**Run 1: signal wires on met1**

Scale bar: 50 µm. Supply wires on this layer in grey.
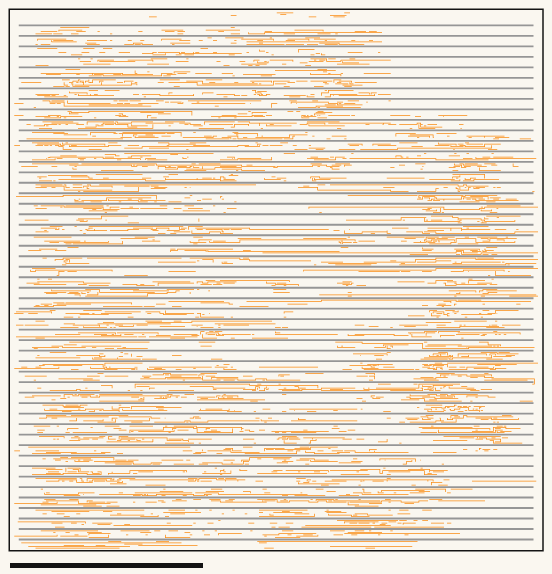
**Run 1: M2 wires**

Scale bar: 50 µm.
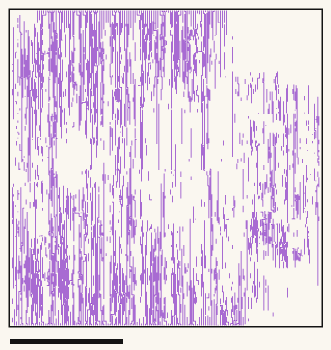
**Run 1: met3 routing**

Cells faint in the background.
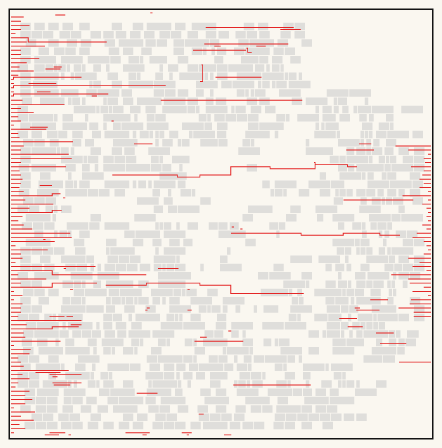
## src/rtl/mcp_sched_pkg.sv

```systemverilog
// Shared types and constants for the MCP transmit scheduler.
// Latency: n/a (declarations only).
// Backpressure: n/a.
package mcp_sched_pkg;

    localparam int UART_WIDTH = 64;
    localparam int PAYLOAD_W  = UART_WIDTH - 1;

    typedef enum logic [1:0] {
        IDLE      = 2'd0,
        LOAD      = 2'd1,
        WAIT_DONE = 2'd2,
        GAP       = 2'd3
    } state_t;

    // Packet-type codes used by stimulus generators.
    localparam logic [1:0] DATA      = 2'd0;
    localparam logic [1:0] TEST      = 2'd1;
    localparam logic [1:0] CFG_WRITE = 2'd2;
    localparam logic [1:0] CFG_READ  = 2'd3;

    function automatic logic odd_parity(input logic [PAYLOAD_W-1:0] payload);
        return ~^payload;
    endfunction

endpackage

```

## src/rtl/mcp_tx_scheduler_rr_arbiter.sv

```systemverilog
// Round-robin priority rotate: first asserted request at or after ptr wins.
// Latency: combinational.
// Backpressure: none; the caller decides when the grant is consumed.
module rr_arbiter #(
    parameter  int NUM_REQ = 4,
    localparam int IDX_W   = $clog2(NUM_REQ)
) (
    input  logic [NUM_REQ-1:0] req,
    input  logic [IDX_W-1:0]   ptr,
    output logic [NUM_REQ-1:0] grant,
    output logic [IDX_W-1:0]   grant_idx
);

    logic             found;
    logic [IDX_W-1:0] idx;

    always_comb begin
        grant     = '0;
        grant_idx = '0;
        found     = 1'b0;
        idx       = '0;
        for (int k = 0; k < NUM_REQ; k++) begin
            idx = IDX_W'((int'(ptr) + k) % NUM_REQ);
            if (!found && req[idx]) begin
                found      = 1'b1;
                grant[idx] = 1'b1;
                grant_idx  = idx;
            end
        end
    end

endmodule

```

## src/rtl/mcp_tx_scheduler.sv

```systemverilog
// Shares one uart_tx between NUM_REQ requesters; appends odd parity to the granted payload.
// Latency: req_ready same cycle as req_valid in IDLE, ld_tx_data the next cycle.
// Backpressure: holds ld_tx_data until tx_busy rises (bounded by BUSY_TIMEOUT), then waits for tx_busy to fall plus GAP_CYCLES.
module mcp_tx_scheduler
    import mcp_sched_pkg::*;
#(
    parameter  int WIDTH        = 64,
    parameter  int NUM_REQ      = 4,
    parameter  int GAP_CYCLES   = 2,
    parameter  int BUSY_TIMEOUT = 16,
    localparam int PW           = WIDTH - 1,
    localparam int IDX_W        = $clog2(NUM_REQ)
) (
    input  logic                  clk,
    input  logic                  reset_n,
    input  logic [NUM_REQ-1:0]    req_valid,
    input  logic [NUM_REQ*PW-1:0] req_packet,
    output logic [NUM_REQ-1:0]    req_ready,
    output logic [WIDTH-1:0]      tx_data,
    output logic                  ld_tx_data,
    input  logic                  tx_busy,
    output logic [IDX_W-1:0]      grant_id,
    output logic [15:0]           sent_count,
    output logic                  timeout_err
);

    localparam int CNT_MAX = (BUSY_TIMEOUT > GAP_CYCLES) ? BUSY_TIMEOUT : GAP_CYCLES;
    localparam int CNT_W   = $clog2(CNT_MAX + 1);
    // With no gap configured the packet epilogue returns straight to IDLE.
    localparam state_t AFTER_TX = (GAP_CYCLES == 0) ? IDLE : GAP;

    state_t            state, state_nxt;
    logic [IDX_W-1:0]  ptr;
    logic [CNT_W-1:0]  cnt;
    logic [NUM_REQ-1:0] arb_grant;
    logic [IDX_W-1:0]  arb_idx;
    logic [PW-1:0]     grant_pkt;
    logic              load_expired;
    logic              gap_done;

    rr_arbiter #(.NUM_REQ(NUM_REQ)) u_arb (
        .req       (req_valid),
        .ptr       (ptr),
        .grant     (arb_grant),
        .grant_idx (arb_idx)
    );

    assign grant_pkt    = req_packet[int'(arb_idx)*PW +: PW];
    assign load_expired = (cnt == CNT_W'(BUSY_TIMEOUT - 1));
    assign gap_done     = (cnt == CNT_W'(GAP_CYCLES - 1));

    always_ff @(posedge clk) begin
        if (!reset_n) begin
            state <= IDLE;
        end else begin
            state <= state_nxt;
        end
    end

    always_comb begin
        state_nxt = state;
        case (state)
            IDLE:      if (|req_valid) state_nxt = LOAD;
            LOAD: begin
                if (tx_busy)           state_nxt = WAIT_DONE;
                else if (load_expired) state_nxt = AFTER_TX;
            end
            WAIT_DONE: if (!tx_busy)   state_nxt = AFTER_TX;
            GAP:       if (gap_done)   state_nxt = IDLE;
            default:                   state_nxt = IDLE;
        endcase
    end

    always_comb begin
        ld_tx_data = (state == LOAD);
        req_ready  = (state == IDLE && reset_n) ? arb_grant : '0;
    end

    // cnt restarts on every state change, so it always measures time spent in the current state.
    always_ff @(posedge clk) begin
        if (!reset_n) begin
            tx_data     <= '0;
            grant_id    <= '0;
            ptr         <= '0;
            cnt         <= '0;
            sent_count  <= '0;
            timeout_err <= 1'b0;
        end else begin
            timeout_err <= 1'b0;
            cnt         <= (state != state_nxt) ? '0 : cnt + CNT_W'(1);
            case (state)
                IDLE: if (|req_valid) begin
                    tx_data  <= {~^grant_pkt, grant_pkt};
                    grant_id <= arb_idx;
                    ptr      <= (arb_idx == IDX_W'(NUM_REQ - 1)) ? '0 : arb_idx + IDX_W'(1);
                end
                LOAD:      if (!tx_busy && load_expired) timeout_err <= 1'b1;
                WAIT_DONE: if (!tx_busy) sent_count <= sent_count + 16'd1;
                default: ;
            endcase
        end
    end

endmodule

```

## config.mk

```make
export PLATFORM = sky130hd
export DESIGN_NAME = mcp_tx_scheduler
export DESIGN_NICKNAME = d
export VERILOG_FILES = /design/src/rtl/mcp_sched_pkg.sv /design/src/rtl/mcp_tx_scheduler_rr_arbiter.sv /design/src/rtl/mcp_tx_scheduler.sv
export SDC_FILE = /design/constraint.sdc
export NUM_CORES = 1
export LEC_CHECK = 0
export CAP_MARGIN = 20
export CORE_AREA = 2 2 136 138
export CTS_CLUSTER_SIZE = 8
export DETAILED_ROUTE_END_ITERATION = 10
export DIE_AREA = 0 0 138 140
export PLACE_DENSITY = 0.73
export SLEW_MARGIN = 20
export SYNTH_ARGS = -nofsm -noshare
export SYNTH_HDL_FRONTEND = slang
export SYNTH_SLANG_ARGS = --single-unit
```

## constraint.sdc

```tcl
create_clock -name clk -period 6.4 [get_ports clk]
set_input_delay 1.28 -clock clk [delete_from_list [all_inputs] [get_ports clk]]
set_output_delay 1.28 -clock clk [all_outputs]
set_load 0.03 [all_outputs]
```

==> results.toml, run 1 <==
# yosys + openroad results
[route]
wl_per_cell_um = 19.8
dr_wl_met3_um = 1600
dr.pass1.iters = 4
route.detailed.drc = 0

[clocking]
clk_latency_ns = 0.34
cts_buffers = 9
cts_resized = 0
h-tree-depth = 3
cts_setup_buffers = 0
clk_pin_slew_ns = 0.06
clock-sinks = 92
cts_hold_buf = 0

[critical_path]
crit_type = "in2reg"
worstSetupEndpointType = "register"
critPathMaxStageDelay_ns = 0.57
r2r-start = "ptr[0]$_SDFFE_PN0P_"
crit_buf_inv = 2
setup.worst_path.start = "req_valid[2]"

[synthesis]
synth_nets = 872
synth_seq_share_pct = 30.0
yosys_cells = 602
topCellsByArea = "dfxtp_1 (30%), mux4_2 (24%), xnor2_1 (8.4%)"
synth_cell_types = 46
edf_count = 0
synthArstFlopShare_pct = 0

[floorplanning]
dieWidth_um = 138
ios = 347
chipHeight_um = 140

[final_timing]
min_period_over_period_pct = 80.2
fin_ws_ns = 1.27

[pwr]
top_power_group = "combinational cells"
ir_drop_uv = 379
powerComb_uw = 3540
internal_power_uw = 2840
pg_clk_uw = 542
p_total_uw = 4860

[layout]
mostFrequentLayoutCell = "clkdlybuf4s50_1"
layout_top_cells = "clkdlybuf4s50_1 (345), nand2_1 (135), dfxtp_1 (92), mux4_2 (66), xnor2_1 (59)"

[global_route]
grt_use_met2_pct = 40.5
grt.total_usage_pct = 23.4
grt_max_degree = 87

[min_path]
hold_path_depth = 2

[status]
outcome = "finished, final reports clean"

[placed_design]
place_ws_ns = 0.816
place_congestion = 0.965

[flow_run]
max_cap_violations = 0
Notes on 'signal wires on met1' above:
nets with wire on the layer: 1053
wire length on this layer: 9150 µm
share of all routed wire: 40%
final wirelength: 22900 µm
vias: 5886

Notes on 'M2 wires' above:
nets with wire on the layer: 1037
wire length on this layer: 11600 µm

Notes on 'met3 routing' above:
longest straight run: 49.7 µm
share of all routed wire: 7.0%

[run 1: cell families (layout without fill, tap and decap cells)]
| kind of cell | Yosys count | in the layout | share of synthesized area, % |
|---|---|---|---|
| mux | 73 | 73 | 25.4 |
| fa+ha+maj | 12 | 12 | 2.40 |
| xor+xnor | 79 | 79 | 12.4 |
| simple gates | 202 | 202 | 14.6 |
| flops | 92 | 92 | 30.0 |
| compound gates | 92 | 92 | 11.1 |
| buf+inv | 52 | 380 | 4.22 |
| other cells | 0 | 2 | 0 |
[run 1: flip-flops by register name, summed over array words and instances, names as in the netlist]
register and cells:
state 2, cnt 5, sent_count 16, ptr 2, tx_data 64, grant_id 2
timeout_err 1
[run 1: area by class of cell]
class	instances	area, µm²	share of cell area [%]
Antenna cell	2	5.00	0.0497
Inverter	10	37.5	0.373
Timing Repair Buffer	354	3540	35.2
Clock inverter	4	48.8	0.485
Sequential cell	92	1840	18.3
Multi-Input combinational cell	458	4060	40.3
Clock buffer	12	246	2.45
Tap cell	229	287	2.85
[run 1: how the worst min path moves through the flow]
stage	start	endpoint	slack, ns
2_1_floorplan	cnt[0]$_SDFF_PP0_	cnt[0]$_SDFF_PP0_	0.43
3_3_place_gp	tx_data[37]$_SDFFE_PN0P_	tx_data[37]$_SDFFE_PN0P_	0.44
3_5_place_dp	tx_data[60]$_SDFFE_PN0P_	tx_data[60]$_SDFFE_PN0P_	0.44
4_1_cts	tx_data[60]$_SDFFE_PN0P_	tx_data[60]$_SDFFE_PN0P_	0.45
5_1_grt	tx_data[60]$_SDFFE_PN0P_	tx_data[60]$_SDFFE_PN0P_	0.47
6_report	tx_data[60]$_SDFFE_PN0P_	tx_data[60]$_SDFFE_PN0P_	0.45
==> run 2, diff against run 1 <==
--- a/config.mk
+++ b/config.mk
@@ -6,11 +6,11 @@
 export NUM_CORES = 1
 export LEC_CHECK = 0
 export CAP_MARGIN = 20
-export CORE_AREA = 2 2 136 138
+export CORE_AREA = 2 2 134 136
 export CTS_CLUSTER_SIZE = 8
 export DETAILED_ROUTE_END_ITERATION = 10
-export DIE_AREA = 0 0 138 140
-export PLACE_DENSITY = 0.73
+export DIE_AREA = 0 0 136 138
+export PLACE_DENSITY = 0.78
 export SLEW_MARGIN = 20
 export SYNTH_ARGS = -nofsm -noshare
 export SYNTH_HDL_FRONTEND = slang
==> constraint.sdc (replaced) <==
create_clock -name clk -period 4.7 [get_ports clk]
set_input_delay 0.94 -clock clk [delete_from_list [all_inputs] [get_ports clk]]
set_output_delay 0.94 -clock clk [all_outputs]
set_load 0.03 [all_outputs]
**Run 2: met4 routing**

Scale bar: 50 µm. Supply wires on this layer in grey.
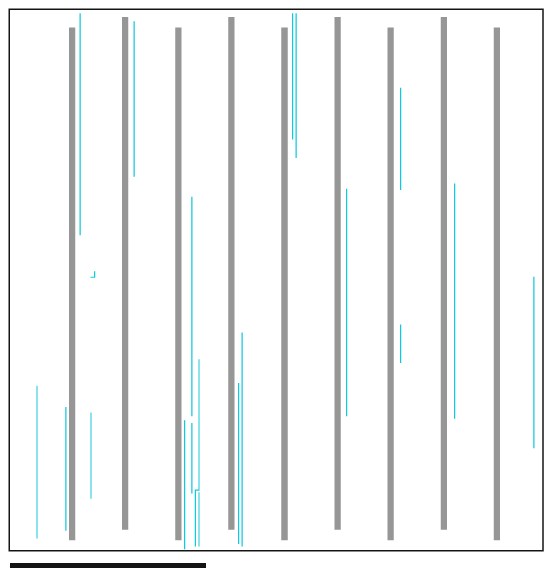
main direction: vertical
share of all routed wire: 3.2%
wire length on this layer: 719 µm
longest straight run: 59.8 µm

**Run 2: M2 wires**

Scale bar: 50 µm.
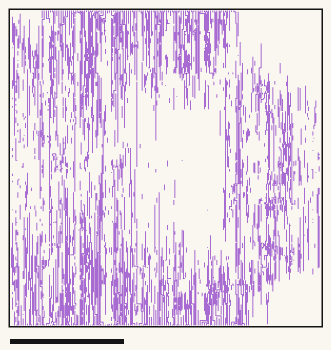
main direction: vertical
wire length on this layer: 11000 µm
share of all routed wire: 50%
longest straight run: 71.4 µm
nets with wire on the layer: 1044
final wirelength: 22200 µm
met2 GRT Util: 39.9%
vias: 5939

**Run 2: congestion heat map**

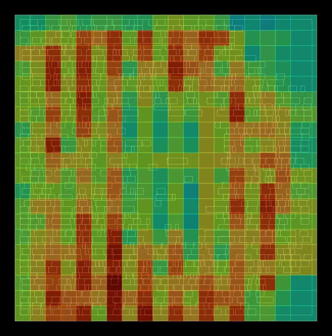
wire per inst: 18.9 µm
met3 GRT Util: 4.55%
Top Usage Layer GRT: met2

==> run 2 against run 1 <==
Net effect: non-clock buffer count grew 19; setup slack got worse by 1.1 ns; hold slack worse by 0.0011 ns; count of clock-buffer cells in the layout unchanged; die area decreased by 2.9%; largest cell class unchanged; register-to-register slack got worse by 0.96 ns; highest routed layer unchanged; critical endpoint unchanged.
==> results.toml, run 2 <==
# yosys + openroad results
[layout]
mostFrequentLayoutCell = "clkdlybuf4s50_1"
top_regs = "tx_data: 64 flops, sent_count: 16 flops, cnt: 5 flops"
layout_top_cells = "clkdlybuf4s50_1 (345), nand2_1 (135), dfxtp_1 (92), mux4_2 (66), xnor2_1 (59)"

[critical_path]
crit_type = "in2reg"
critPathMaxStageDelay_ns = 0.55

[synthesis]
synthArstFlopShare_pct = 0
ys_sh_adder_pct = 2.40
synth_cell_types = 46
edf_count = 0

[floorplanning]
dieWidth_um = 136
ios = 347

[pwr]
p_total_uw = 6840
ir_drop_uv = 594

[route]
route.detailed.drc = 0
dr.pass1.iters = 6

[clocking]
cts_hold_buf = 0
cts_resized = 0
h-tree-depth = 3

[status]
outcome = "finished, final reports clean"

[placed_design]
place_congestion = 0.929

[global_route]
grt_max_degree = 87

[flow_run]
max_cap_violations = 0
run 2: layer usage:
metal,vias to the layer above,part of all wire [%]
met4,0,3.2
met3,44,6.1
met1,2828,41
met2,262,50
li1,2805,-
met5,-,0
run 2: final timing paths:
kind                         endpoint                     start
max          tx_data[63]$_SDFFE_PN0P_              req_valid[0]
min          tx_data[31]$_SDFFE_PN0P_  tx_data[31]$_SDFFE_PN0P_
max reg2reg  tx_data[63]$_SDFFE_PN0P_       ptr[0]$_SDFFE_PN0P_
min reg2reg  tx_data[31]$_SDFFE_PN0P_  tx_data[31]$_SDFFE_PN0P_
run 2: cell type report:
type                       instances  area (µm²)
antenna                            2        5.00
clock buffer                      12         256
clock inverter                     4        56.3
fill                            1532        7250
inverter                          10        37.5
multi-input combinational        458        4060
sequential                        92        1840
tap                              229         287
timing repair buffer             373        3740
run 2: per-stage QoR:
step	setup WS [ns]	setup TNS [ns]	util, %
finish	0.198	0	58.6
detailed placement	-0.163	-0.163	56.8
global route	0.0307	0	58.6
global placement	-0.0548	-0.0548	56.8
floorplan	0.618	0	-
CTS	0.201	0	58.6
run 2: cell families after synthesis:
family	count (synthesis)
buf+inv	52
simple gates	202
flops	92
mux	73
xor+xnor	79
compound gates	92
fa+ha+maj	12
run 2: worst min-delay path, delay by kind of cell, from the launching register on:
| kind | cells | cell delay [ns] |
|---|---|---|
| DFF | 1 | 0.31 |
| and+or+nand+nor | 1 | 0.05 |
| AOI/OAI and AO/OA | 1 | 0.05 |
run 2: power breakdown:
part	switching [µW]	total [µW]	leakage, µW	internal [µW]
sequential	90.8	1040	0.000756	953
clock	320	766	0.000153	446
combinational	2390	5030	0.00293	2650
==> run 3, diff against run 2 <==
--- a/config.mk
+++ b/config.mk
@@ -6,11 +6,11 @@
 export NUM_CORES = 1
 export LEC_CHECK = 0
 export CAP_MARGIN = 20
-export CORE_AREA = 2 2 134 136
+export CORE_MARGIN = 2
+export CORE_UTILIZATION = 36
 export CTS_CLUSTER_SIZE = 8
 export DETAILED_ROUTE_END_ITERATION = 10
-export DIE_AREA = 0 0 136 138
-export PLACE_DENSITY = 0.78
+export PLACE_DENSITY = 0.79
 export SLEW_MARGIN = 20
 export SYNTH_ARGS = -nofsm -noshare
 export SYNTH_HDL_FRONTEND = slang
==> run 3 against run 2 <==
Net effect: combinational power decreased by 1%; count of clock-buffer cells in the layout is 1 higher; sequential power barely moved; via count barely moved; register-to-register slack improved by 0.11 ns; flip-flop count did not move; hold slack improved by 0.0035 ns; cell count fell by 1.0%; critical path depth is 7 lower; setup slack improved by 0.097 ns; highest routed layer is now met5.
==> results.toml, run 3 <==
# yosys + openroad results
[pwr]
p_sw_uw = 2730
power_density_nw_per_um2 = 665
powerComb_uw = 4980
netSwitchingFraction_pct = 39.8
p_seq_uw = 1040
clkPwrFrac_pct = 12.0
p_total_uw = 6840
ir_drop_uv = 701
p_comb_share_pct = 72.7
pg_clk_uw = 823
p_seq_share_pct = 15.2
top_power_group = "combinational cells"
internal_power_uw = 4120

[layout]
top_regs = "tx_data: 64 flops, sent_count: 16 flops, cnt: 5 flops"
diodes = 0
layout_top_cells = "clkdlybuf4s50_1 (345), nand2_1 (135), dfxtp_1 (92), mux4_2 (66), xnor2_1 (59)"
mostFrequentLayoutCell = "clkdlybuf4s50_1"

[final_timing]
period_needed_ns = 4.40
relSlewSlack_pct = 46.4
hold_slack_ns = 0.453

[global_route]
grt_pass1_wl_um = 33000
grt_max_degree = 87
antenna_found_initial = 1

[floorplanning]
rows = 47
dieWidth_um = 135
chipHeight_um = 135
ios = 347

[synthesis]
synthArstFlopShare_pct = 0
synth_cell_types = 46
top_cell_area_share_pct = 30.0
edf_count = 0
syn_area_um2 = 6140

[clocking]
cts_hold_buf = 0
clock-sinks = 92
cts_resized = 0
clk_latency_ns = 0.34
h-tree-depth = 3

[flow_run]
max_cap_violations = 0

[status]
outcome = "finished, final reports clean"

[critical_path]
r2r-start = "ptr[0]$_SDFFE_PN0P_"
crit_type = "in2out"
critPathMaxStageDelay_ns = 0.69
cp_max_fo = 9
setup.worst_path.start = "req_valid[1]"

[route]
dr.pass1.iters = 4
route.detailed.drc = 0

[placed_design]
place_congestion = 0.883
place_ws_ns = -0.0482

[min_path]
hp-start = "tx_data[31]$_SDFFE_PN0P_"
[run 3: cell types whose count changed in the layout (fill, tap and decap cells not counted), sizes merged]
cell	before	now
buf	28	27
bufinv	1	2
clkbuf	12	13
clkinv	3	1
clkinvlp	0	1
diode	2	0
inv	10	9
[run 3: area by class of cell]
type / instances / area [µm²]
Fill cell: 1371 / 6360
Tap cell: 220 / 275
Clock buffer: 13 / 270
Clock inverter: 3 / 67.6
Inverter: 10 / 37.5
Sequential cell: 92 / 1840
Timing Repair Buffer: 372 / 3730
Multi-Input combinational cell: 458 / 4060
[run 3: final timing paths]
path | to | slack [ns] | depth (start not counted)
worst max-delay path | req_ready[0] | 0.30 | 8
worst min-delay path | tx_data[31]$_SDFFE_PN0P_ | 0.45 | 2
worst max register to register | tx_data[63]$_SDFFE_PN0P_ | 0.61 | 16
worst min register to register | tx_data[31]$_SDFFE_PN0P_ | 0.45 | 2
[run 3: kinds of logic after synthesis]
logic type               Yosys count  share of synthesized area (%)
buffers and inverters             52                           4.22
XOR/XNOR                          79                           12.4
flip-flops                        92                           30.0
adder cells (fa/ha/maj)           12                           2.40
multiplexers                      73                           25.4
AND-OR/OR-AND                     92                           11.1
AND/OR/NAND/NOR                  202                           14.6
[run 3: routing by layer]
layer	global-route usage (%)	share of wire, %	vias up
met5	0	0.058	-
met4	9.77	3.3	2
met3	5.37	6.8	43
met2	41.9	51	257
met1	28.9	39	2822
li1	-	-	2811
[run 3: metrics by stage]
step	cell area, µm²	std cells	setup TNS, ns
2_1_floorplan	6140	602	0
3_3_place_gp	9940	1152	0
3_5_place_dp	9940	1152	-0.0482
4_1_cts	10300	1168	0
5_1_grt	10300	1168	0
6_report	10300	1168	0
**Run 3: met4 routing**

Scale bar: 50 µm. Supply wires on this layer in grey.
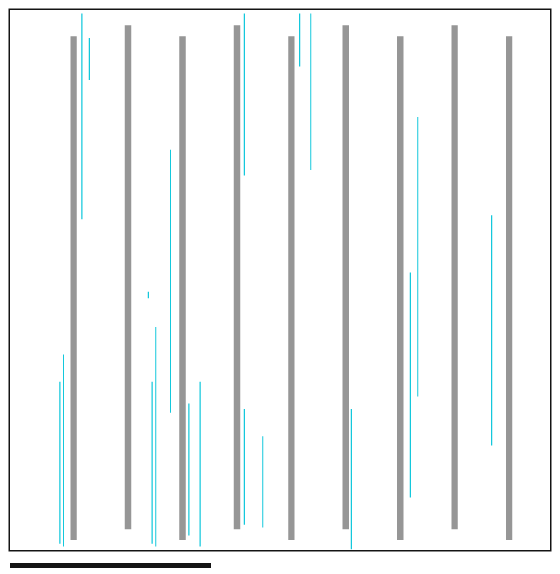
share of all routed wire: 3.3%
longest straight run: 69.4 µm
wire length on this layer: 743 µm
nets with wire on the layer: 18
vias: 5935
final wirelength: 22300 µm

**Run 3: congestion heat map**

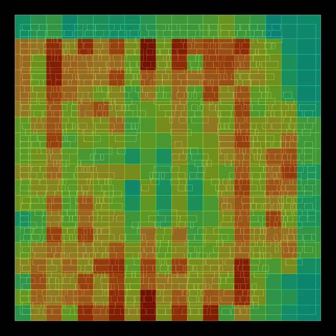
met2 GRT Util: 41.9%
Global Route Usage Sum: 24.1%
wire per inst: 19.1 µm
met1 GRT Util: 28.9%
Layout Utilization: 61.8%

**Run 3: met3 routing**

Cells faint in the background.
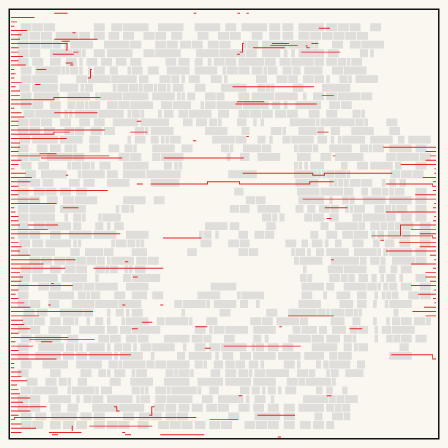
wire length on this layer: 1510 µm
share of all routed wire: 6.8%
met3 GRT Util: 5.37%

Power and IR drop assume default switching activity.
